[config.mk]
export PLATFORM = sky130hd
export DESIGN_NAME = ram_dp_arbiter_flat
export DESIGN_NICKNAME = d
export VERILOG_FILES = /design/src/rtl/ram_dp_arbiter_if.sv /design/src/rtl/ram_dp_arbiter.sv /design/src/flat_wrapper.sv
export SDC_FILE = /design/constraint.sdc
export NUM_CORES = 1
export LEC_CHECK = 0
export CAP_MARGIN = 20
export CORE_AREA = 5 5 154 156
export CTS_BUF_LIST = sky130_fd_sc_hd__clkbuf_4 sky130_fd_sc_hd__clkbuf_8
export DETAILED_ROUTE_END_ITERATION = 10
export DIE_AREA = 0 0 159 161
export PLACE_DENSITY = 0.6
export REMOVE_ABC_BUFFERS = 1
export SLEW_MARGIN = 20
export SYNTH_ARGS = -nofsm -noshare
export SYNTH_HDL_FRONTEND = slang
export SYNTH_SLANG_ARGS = --single-unit
[constraint.sdc]
create_clock -name clk -period 7 [get_ports clk]
set_clock_uncertainty 0.1 [all_clocks]
set_input_delay 1.4 -clock clk [delete_from_list [all_inputs] [get_ports clk]]
set_output_delay 1.4 -clock clk [all_outputs]
set_load 0.05 [all_outputs]
[src/rtl/ram_dp_arbiter_if.sv]
// Client-side bundle for ram_dp_arbiter: two write and two read requesters
// sharing one req/gnt handshake per channel, plus the shared read-return bus.
interface ram_dp_arbiter_if #(
  parameter int ADDR_W = 12,
  parameter int DATA_W = 64
);
  logic [1:0]        wr_req;
  logic [1:0]        wr_gnt;
  logic [ADDR_W-1:0] wr_addr0;
  logic [ADDR_W-1:0] wr_addr1;
  logic [DATA_W-1:0] wr_data0;
  logic [DATA_W-1:0] wr_data1;
  logic [1:0]        rd_req;
  logic [1:0]        rd_gnt;
  logic [ADDR_W-1:0] rd_addr0;
  logic [ADDR_W-1:0] rd_addr1;
  logic [1:0]        rd_valid;
  logic [DATA_W-1:0] rd_data;

  modport master (
    output wr_req, wr_addr0, wr_addr1, wr_data0, wr_data1,
    output rd_req, rd_addr0, rd_addr1,
    input  wr_gnt, rd_gnt, rd_valid, rd_data
  );

  modport slave (
    input  wr_req, wr_addr0, wr_addr1, wr_data0, wr_data1,
    input  rd_req, rd_addr0, rd_addr1,
    output wr_gnt, rd_gnt, rd_valid, rd_data
  );
endinterface

[src/rtl/ram_dp_arbiter.sv]
// Two-client round-robin arbiter in front of a dual-port RAM: independent write
// and read channels, same-cycle address hazard stall, tagged fixed-latency return.
module ram_dp_arbiter #(
  parameter int ADDR_W = 12,
  parameter int DATA_W = 64,
  parameter int RD_LAT = 1
) (
  input  logic              clk,
  input  logic              resetn,
  ram_dp_arbiter_if.slave   bus,
  output logic              ram_write,
  output logic [ADDR_W-1:0] ram_wr_address,
  output logic [DATA_W-1:0] ram_data_in,
  output logic              ram_read,
  output logic [ADDR_W-1:0] ram_rd_address,
  input  logic [DATA_W-1:0] ram_data_out
);

  logic              wr_ptr;
  logic              rd_ptr;
  logic              wr_any;
  logic              rd_any;
  logic              wr_sel;
  logic              rd_sel;
  logic              hazard;
  logic              rd_fire;
  logic [ADDR_W-1:0] wr_addr_win;
  logic [ADDR_W-1:0] rd_addr_win;
  logic [DATA_W-1:0] wr_data_win;
  logic [RD_LAT:0][1:0] tag_pipe;

  // Winner index; a lone requester wins, a tie goes to the pointer holder.
  function automatic logic rr_pick(input logic [1:0] req, input logic ptr);
    return (req == 2'b11) ? ptr : req[1];
  endfunction

  always_comb begin
    // NOTE: every signal written here gets a value on every path first, so no latch is inferred.
    bus.wr_gnt  = 2'b00;
    bus.rd_gnt  = 2'b00;
    wr_any      = resetn && (bus.wr_req != 2'b00);
    rd_any      = resetn && (bus.rd_req != 2'b00);
    wr_sel      = rr_pick(bus.wr_req, wr_ptr);
    rd_sel      = rr_pick(bus.rd_req, rd_ptr);
    wr_addr_win = wr_sel ? bus.wr_addr1 : bus.wr_addr0;
    wr_data_win = wr_sel ? bus.wr_data1 : bus.wr_data0;
    rd_addr_win = rd_sel ? bus.rd_addr1 : bus.rd_addr0;
    // A read racing a write to the same word waits one cycle so it sees the new data.
    hazard      = wr_any && rd_any && (wr_addr_win == rd_addr_win);
    rd_fire     = rd_any && !hazard;
    if (wr_any)  bus.wr_gnt[wr_sel] = 1'b1;
    if (rd_fire) bus.rd_gnt[rd_sel] = 1'b1;
  end

  always_ff @(posedge clk) begin
    // NOTE: sequential state uses non-blocking assignments so all registers sample pre-edge values.
    if (!resetn) begin
      wr_ptr         <= 1'b0;
      rd_ptr         <= 1'b0;
      ram_write      <= 1'b0;
      ram_wr_address <= '0;
      ram_data_in    <= '0;
      ram_read       <= 1'b0;
      ram_rd_address <= '0;
      // NOTE: the tag pipeline is control state and is reset; RAM contents are never reset.
      tag_pipe       <= '0;
    end else begin
      ram_write <= wr_any;
      ram_read  <= rd_fire;
      if (wr_any) begin
        ram_wr_address <= wr_addr_win;
        ram_data_in    <= wr_data_win;
        wr_ptr         <= ~wr_sel;
      end
      if (rd_fire) begin
        ram_rd_address <= rd_addr_win;
        rd_ptr         <= ~rd_sel;
      end
      // One stage for the address register, RD_LAT more for the RAM itself.
      tag_pipe <= {tag_pipe[RD_LAT-1:0], bus.rd_gnt};
    end
  end

  assign bus.rd_valid = tag_pipe[RD_LAT];
  assign bus.rd_data  = ram_data_out;

endmodule

[src/flat_wrapper.sv]
// flat-port wrapper written by rule: the top's interface ports become plain ports
module ram_dp_arbiter_flat 
#(
  parameter int ADDR_W = 12,
  parameter int DATA_W = 64,
  parameter int RD_LAT = 1
)
  (clk, resetn, ram_write, ram_wr_address, ram_data_in, ram_read, ram_rd_address, ram_data_out, bus_wr_req, bus_wr_addr0, bus_wr_addr1, bus_wr_data0, bus_wr_data1, bus_rd_req, bus_rd_addr0, bus_rd_addr1, bus_wr_gnt, bus_rd_gnt, bus_rd_valid, bus_rd_data);
  ram_dp_arbiter_if #(.ADDR_W(ADDR_W), .DATA_W(DATA_W)) bus_i ();
  input  logic clk;
  input  logic resetn;
  output logic ram_write;
  output logic [ADDR_W-1:0] ram_wr_address;
  output logic [DATA_W-1:0] ram_data_in;
  output logic ram_read;
  output logic [ADDR_W-1:0] ram_rd_address;
  input  logic [DATA_W-1:0] ram_data_out;
  input wire logic [$bits(bus_i.wr_req)-1:0] bus_wr_req;
  input wire logic [$bits(bus_i.wr_addr0)-1:0] bus_wr_addr0;
  input wire logic [$bits(bus_i.wr_addr1)-1:0] bus_wr_addr1;
  input wire logic [$bits(bus_i.wr_data0)-1:0] bus_wr_data0;
  input wire logic [$bits(bus_i.wr_data1)-1:0] bus_wr_data1;
  input wire logic [$bits(bus_i.rd_req)-1:0] bus_rd_req;
  input wire logic [$bits(bus_i.rd_addr0)-1:0] bus_rd_addr0;
  input wire logic [$bits(bus_i.rd_addr1)-1:0] bus_rd_addr1;
  output wire logic [$bits(bus_i.wr_gnt)-1:0] bus_wr_gnt;
  output wire logic [$bits(bus_i.rd_gnt)-1:0] bus_rd_gnt;
  output wire logic [$bits(bus_i.rd_valid)-1:0] bus_rd_valid;
  output wire logic [$bits(bus_i.rd_data)-1:0] bus_rd_data;
  assign bus_i.wr_req = bus_wr_req;
  assign bus_i.wr_addr0 = bus_wr_addr0;
  assign bus_i.wr_addr1 = bus_wr_addr1;
  assign bus_i.wr_data0 = bus_wr_data0;
  assign bus_i.wr_data1 = bus_wr_data1;
  assign bus_i.rd_req = bus_rd_req;
  assign bus_i.rd_addr0 = bus_rd_addr0;
  assign bus_i.rd_addr1 = bus_rd_addr1;
  assign bus_wr_gnt = bus_i.wr_gnt;
  assign bus_rd_gnt = bus_i.rd_gnt;
  assign bus_rd_valid = bus_i.rd_valid;
  assign bus_rd_data = bus_i.rd_data;
  ram_dp_arbiter #(.ADDR_W(ADDR_W), .DATA_W(DATA_W), .RD_LAT(RD_LAT)) u_core (.clk(clk), .resetn(resetn), .bus(bus_i), .ram_write(ram_write), .ram_wr_address(ram_wr_address), .ram_data_in(ram_data_in), .ram_read(ram_read), .ram_rd_address(ram_rd_address), .ram_data_out(ram_data_out));
endmodule
### Met1 routing, run 1

Supply wires on this layer in gray.
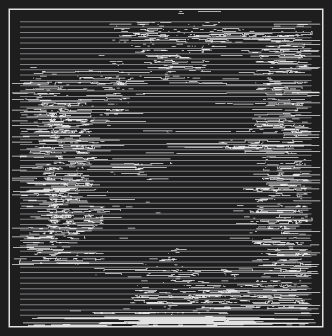
nets with wire on the layer: 842
share of all routed wire: 43%

### Signal wires on met2, run 1

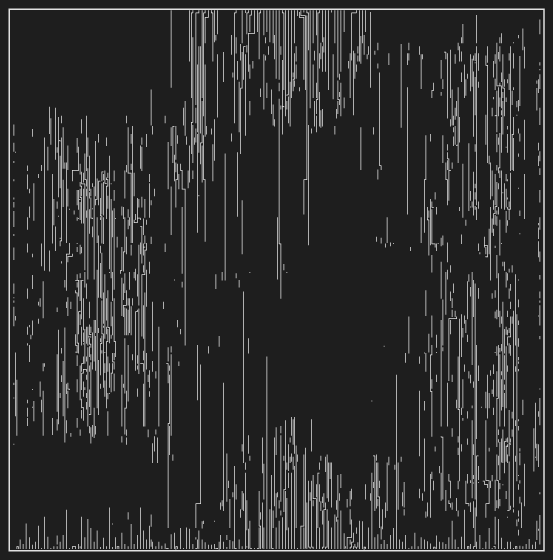
share of all routed wire: 39%
main direction: vertical
longest straight run: 64.3 µm

==> impl_metrics.csv, run 1 <==
group,metric,value,unit
worst_setup_path,cp.arrival,4.17,ns
global_route,antenna_found_initial,0,
worst_setup_path,end_kind,"output pin",
power_and_ir_drop,pg_seq,613,µW
timing,tightestPinTransition,0.8798,ns
power_and_ir_drop,clkPwrFrac,26.4,%
synth,synth_top_flop_cell,"dfxtp_1",
die,initial_core_util,21.84,%
clock_network,cts_buffers,9,
clock_network,cts_resized,0,
synth,yosys_cells,562,
clock_network,clk_latency,0.37,ns
drt,drt_wl_total,22.27,mm
synth,syn-instance-count,562,
power_and_ir_drop,leakagePower,0.002897,µW
die,die_area,25600,µm²
placed_design,gp_congestion,0.8030,
drt,drc,0,
die,die_h,161,µm
worst_setup_path,r2r_slack,4.16,ns
drt,vias,4921,
layout,design_area,7600,µm²
flow_run,tool_warnings,25,
worst_hold_path,hold_depth,1,
worst_hold_path,hp-class,"reg -> reg",
drt,drt_first_pass_iters,4,
synth,netlist_area,4855,µm²
drt,drt_iter0_drc,262,
placed_design,portBuffers,277,
run_status,status,"finished, final reports clean",
placed_design,hpwl,16.81,mm
synth,yosysTopAreaCell,"dfxtp_1",
synth,common_cells,"dfxtp_1 (96), nand2_1 (95), buf_4 (68), a22oi_1 (64), a21oi_1 (46)",
layout,nets,996,
### Met3 routing, run 1

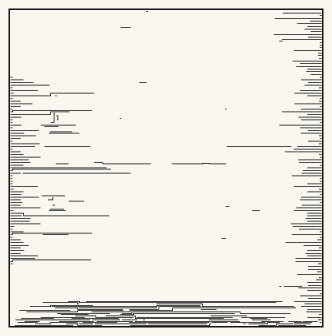
main direction: horizontal
wire length on this layer: 3660 µm

### Metal 4, run 1

Bar = 50 µm. Supply wires on this layer in gray. Cells faint in the background.
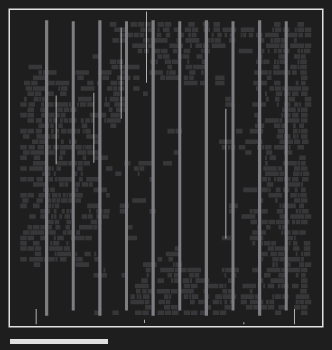
main direction: vertical
share of all routed wire: 1.1%
wire length on this layer: 235 µm
longest straight run: 66.0 µm
nets with wire on the layer: 7

==> run 1: layout make-up <==
cell class | count | area [µm²]
diodes | 1 | 2.502
fillers | 2253 | 14630
flip-flops and latches | 96 | 1922
clock buffers | 10 | 137.6
repair buffers | 284 | 2840
inverters | 3 | 11.26
clock inverters | 6 | 75.07
multi-input cells | 356 | 2255
well taps | 285 | 356.6
==> run 1: sequential cells by signal (all words and copies together) (netlist names) <==
| name | flops |
|---|---|
| u_core.tag_pipe | 2 |
| u_core.ram_read | 1 |
| u_core.rd_ptr | 1 |
| u_core.wr_ptr | 1 |
| u_core.ram_wr_address | 12 |
| u_core.bus.rd_valid | 2 |
| u_core.ram_write | 1 |
| u_core.ram_rd_address | 12 |
| u_core.ram_data_in | 64 |
==> run 1: kinds of logic (layout without fill, tap and decap cells) <==
logic type,after synthesis,after routing,synth area share [%]
XOR/XNOR,3,3,0.5413
multiplexers,18,18,3.711
AND/OR/NAND/NOR,152,152,15.26
other,0,1,0
AND-OR/OR-AND,183,183,26.62
flip-flops,96,96,39.59
buffers and inverters,110,303,14.28
==> run 1: layout by cell type, fill, tap and decap left out, drive strengths merged, types with 2 or more instances in the layout <==
master / count
dfxtp: 96
or3: 6
and3: 9
a21boi: 28
nor2: 8
o311a: 6
and2b: 2
a22oi: 64
o211ai: 9
mux2i: 18
clkdlybuf4s50: 274
a311oi: 3
clkbuf: 10
nor3: 6
inv: 6
nand2b: 5
o21ai: 12
buf: 10
and2: 3
nand2: 95
a21oi: 47
o211a: 4
nand4: 4
nand3: 10
a211o: 9
xor2: 2
==> run 1: per-layer routing <==
layer  track usage [%]  wire (µm)  up-vias
met5             5.682        182        -
met4             4.033        235        4
met3             12.17       3656       16
met2             22.10       8698      356
met1             20.41       9497     2221
li1                  -          -     2324
### Clock routing, run 1

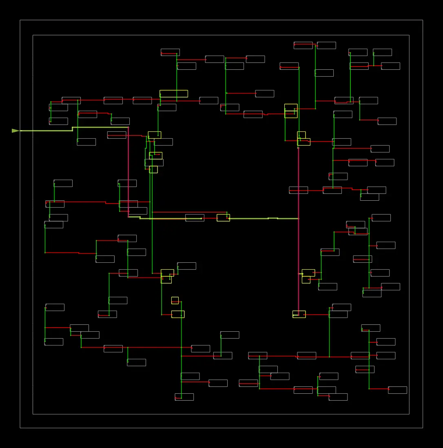

==> run 1 -> run 2 <==
PLACE_DENSITY = 0.62   (was 0.6)
clock period = 5.1 ns   (was 7 ns; I/O delays follow)
### Clock routing, run 2

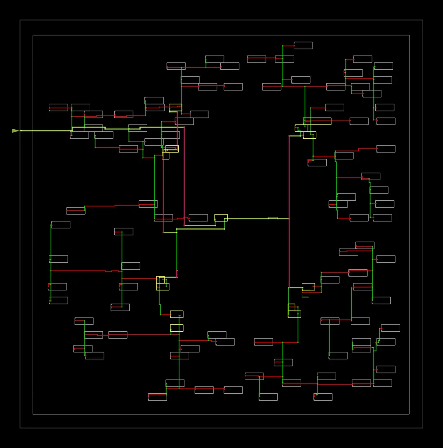
CTS Buf Count: 9
flip-flops: 96
clk_lat worst skew: 0.36 ns

### Met3 routing, run 2

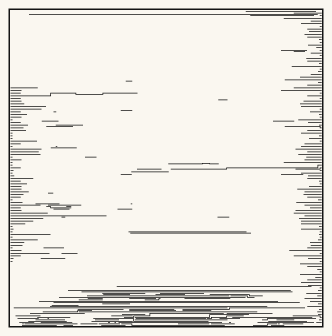
nets with wire on the layer: 255
share of all routed wire: 18%
wire length on this layer: 4270 µm

==> run 2 against run 1 <==
  * Sequential share of layout area fell by 0.079 points
  * Total power rose by 36%
  * Design area rose by 0.31%
  * Clock-buffer cell count rose by 1
  * Sequential cell count did not move
  * Via count rose by 2.3%
  * Non-clock buffer count rose by 4
  * Synthesized cell count did not move
  * Worst setup slack got worse by 0.98 ns
  * Largest power group unchanged
  * Highest routed layer unchanged
==> impl_metrics.csv, run 2 <==
group,metric,value,unit
layout,final_core_util,34.30,%
placed_design,gp_congestion,0.7974,
worst_setup_path,end_kind,"output pin",
drt,drt_iter0_drc,334,
layout,fillers,2295,
clock_network,cts_sinks,96,
worst_setup_path,crit_buf_inv,2,
layout,nets,1000,
drt,drt_wl_total,23.90,mm
layout,regArea,1922,µm²
drt,drt_first_pass_iters,6,
layout,largestRegisters,"u_core.ram_data_in x64, u_core.ram_rd_address x12, u_core.ram_wr_address x12",
power_and_ir_drop,leakagePower,0.002912,µW
placed_design,hpwl,18.39,mm
placed_design,portBuffers,277,
layout,comb_area,2255,µm²
drt,drc,0,
worst_setup_path,cp.arrival,3.63,ns
layout,layout_top_cells,"clkdlybuf4s50_1 (273), dfxtp_1 (96), nand2_1 (95)",
layout,design_area,7624,µm²
synth,netlist_area,4855,µm²
layout,area_delta_synth_final,57.04,%
global_route,antenna_found_initial,0,
synth,yosysTopAreaCell,"dfxtp_1",
synth,ys_ff,96,
clock_network,cts_tree,"built",
synth,yosys_cells,562,
worst_hold_path,hp-class,"reg -> reg",
synth,yosys_warnings,0,
synth,synth_top_flop_cell,"dfxtp_1",
timing,final_hold_viol_count,0,
worst_setup_path,worst-path-max-fanout,8,
worst_setup_path,r2r_slack,2.54,ns
flow_run,tool_warnings,25,
clock_network,clkTransAtPathRegs,0.10,ns
layout,layout_top_cell,"clkdlybuf4s50_1",
run_status,status,"finished, final reports clean",
layout,top_register,"u_core.ram_data_in",
synth,common_cells,"dfxtp_1 (96), nand2_1 (95), buf_4 (68), a22oi_1 (64), a21oi_1 (46)",
die,initial_core_util,21.84,%
drt,vias,5035,
timing,tightestPinTransition,0.9618,ns
die,die_area,25600,µm²
worst_hold_path,hold_depth,1,
synth,syn-instance-count,562,
layout,diodes,0,
clock_network,cts_resized,0,
### Met1 routing, run 2

Supply wires on this layer in gray.
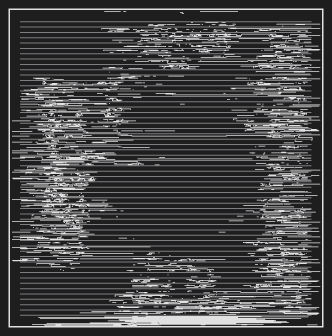
longest straight run: 133 µm
wire length on this layer: 9620 µm
share of all routed wire: 40%
main direction: horizontal
nets with wire on the layer: 859

run 2: where the power goes:
part | switching (µW) | internal, µW | total (µW) | leakage [µW]
clock | 287 | 245 | 532 | 0.0000955
combinational | 407 | 308 | 715 | 0.00202
sequential | 31.8 | 809 | 841 | 0.000797
run 2: per-layer routing:
metal  global-route usage, %  routed length, µm
met5                   6.250                218
met4                   3.606                210
met3                   14.57               4266
met2                   24.42               9582
met1                   20.75               9624
run 2: area by class of cell:
| cell class | instances | area share, % |
|---|---|---|
| Inverter | 3 | 0.1477 |
| Timing Repair Buffer | 288 | 37.78 |
| Multi-Input combinational cell | 356 | 29.57 |
| Sequential cell | 96 | 25.21 |
| Clock buffer | 11 | 1.904 |
| Tap cell | 285 | 4.677 |
| Clock inverter | 4 | 0.7057 |
run 2: logic make-up (layout without fill, tap and decap cells):
| kind of cell | after synthesis | after routing | share of synthesized area (%) |
|---|---|---|---|
| AND-OR/OR-AND | 183 | 183 | 26.62 |
| XOR/XNOR | 3 | 3 | 0.5413 |
| buffers and inverters | 110 | 306 | 14.28 |
| flip-flops | 96 | 96 | 39.59 |
| multiplexers | 18 | 18 | 3.711 |
| AND/OR/NAND/NOR | 152 | 152 | 15.26 |
run 2: how the worst max path moves through the flow:
stage,from,endpoint,slack (ns),cells past startpoint
after floorplan,bus_wr_req[1],bus_rd_gnt[0],-1.01,6
after global placement,bus_rd_req[0],bus_rd_gnt[0],0.45,9
after detailed placement,bus_rd_req[0],bus_rd_gnt[0],0.40,9
after CTS,bus_rd_req[0],bus_rd_gnt[0],0.37,9
after global routing,bus_rd_req[0],bus_rd_gnt[0],0.16,9
final,bus_rd_req[0],bus_rd_gnt[0],0.35,9
Power figures rest on the tool's default switching activity, not on a simulated workload.
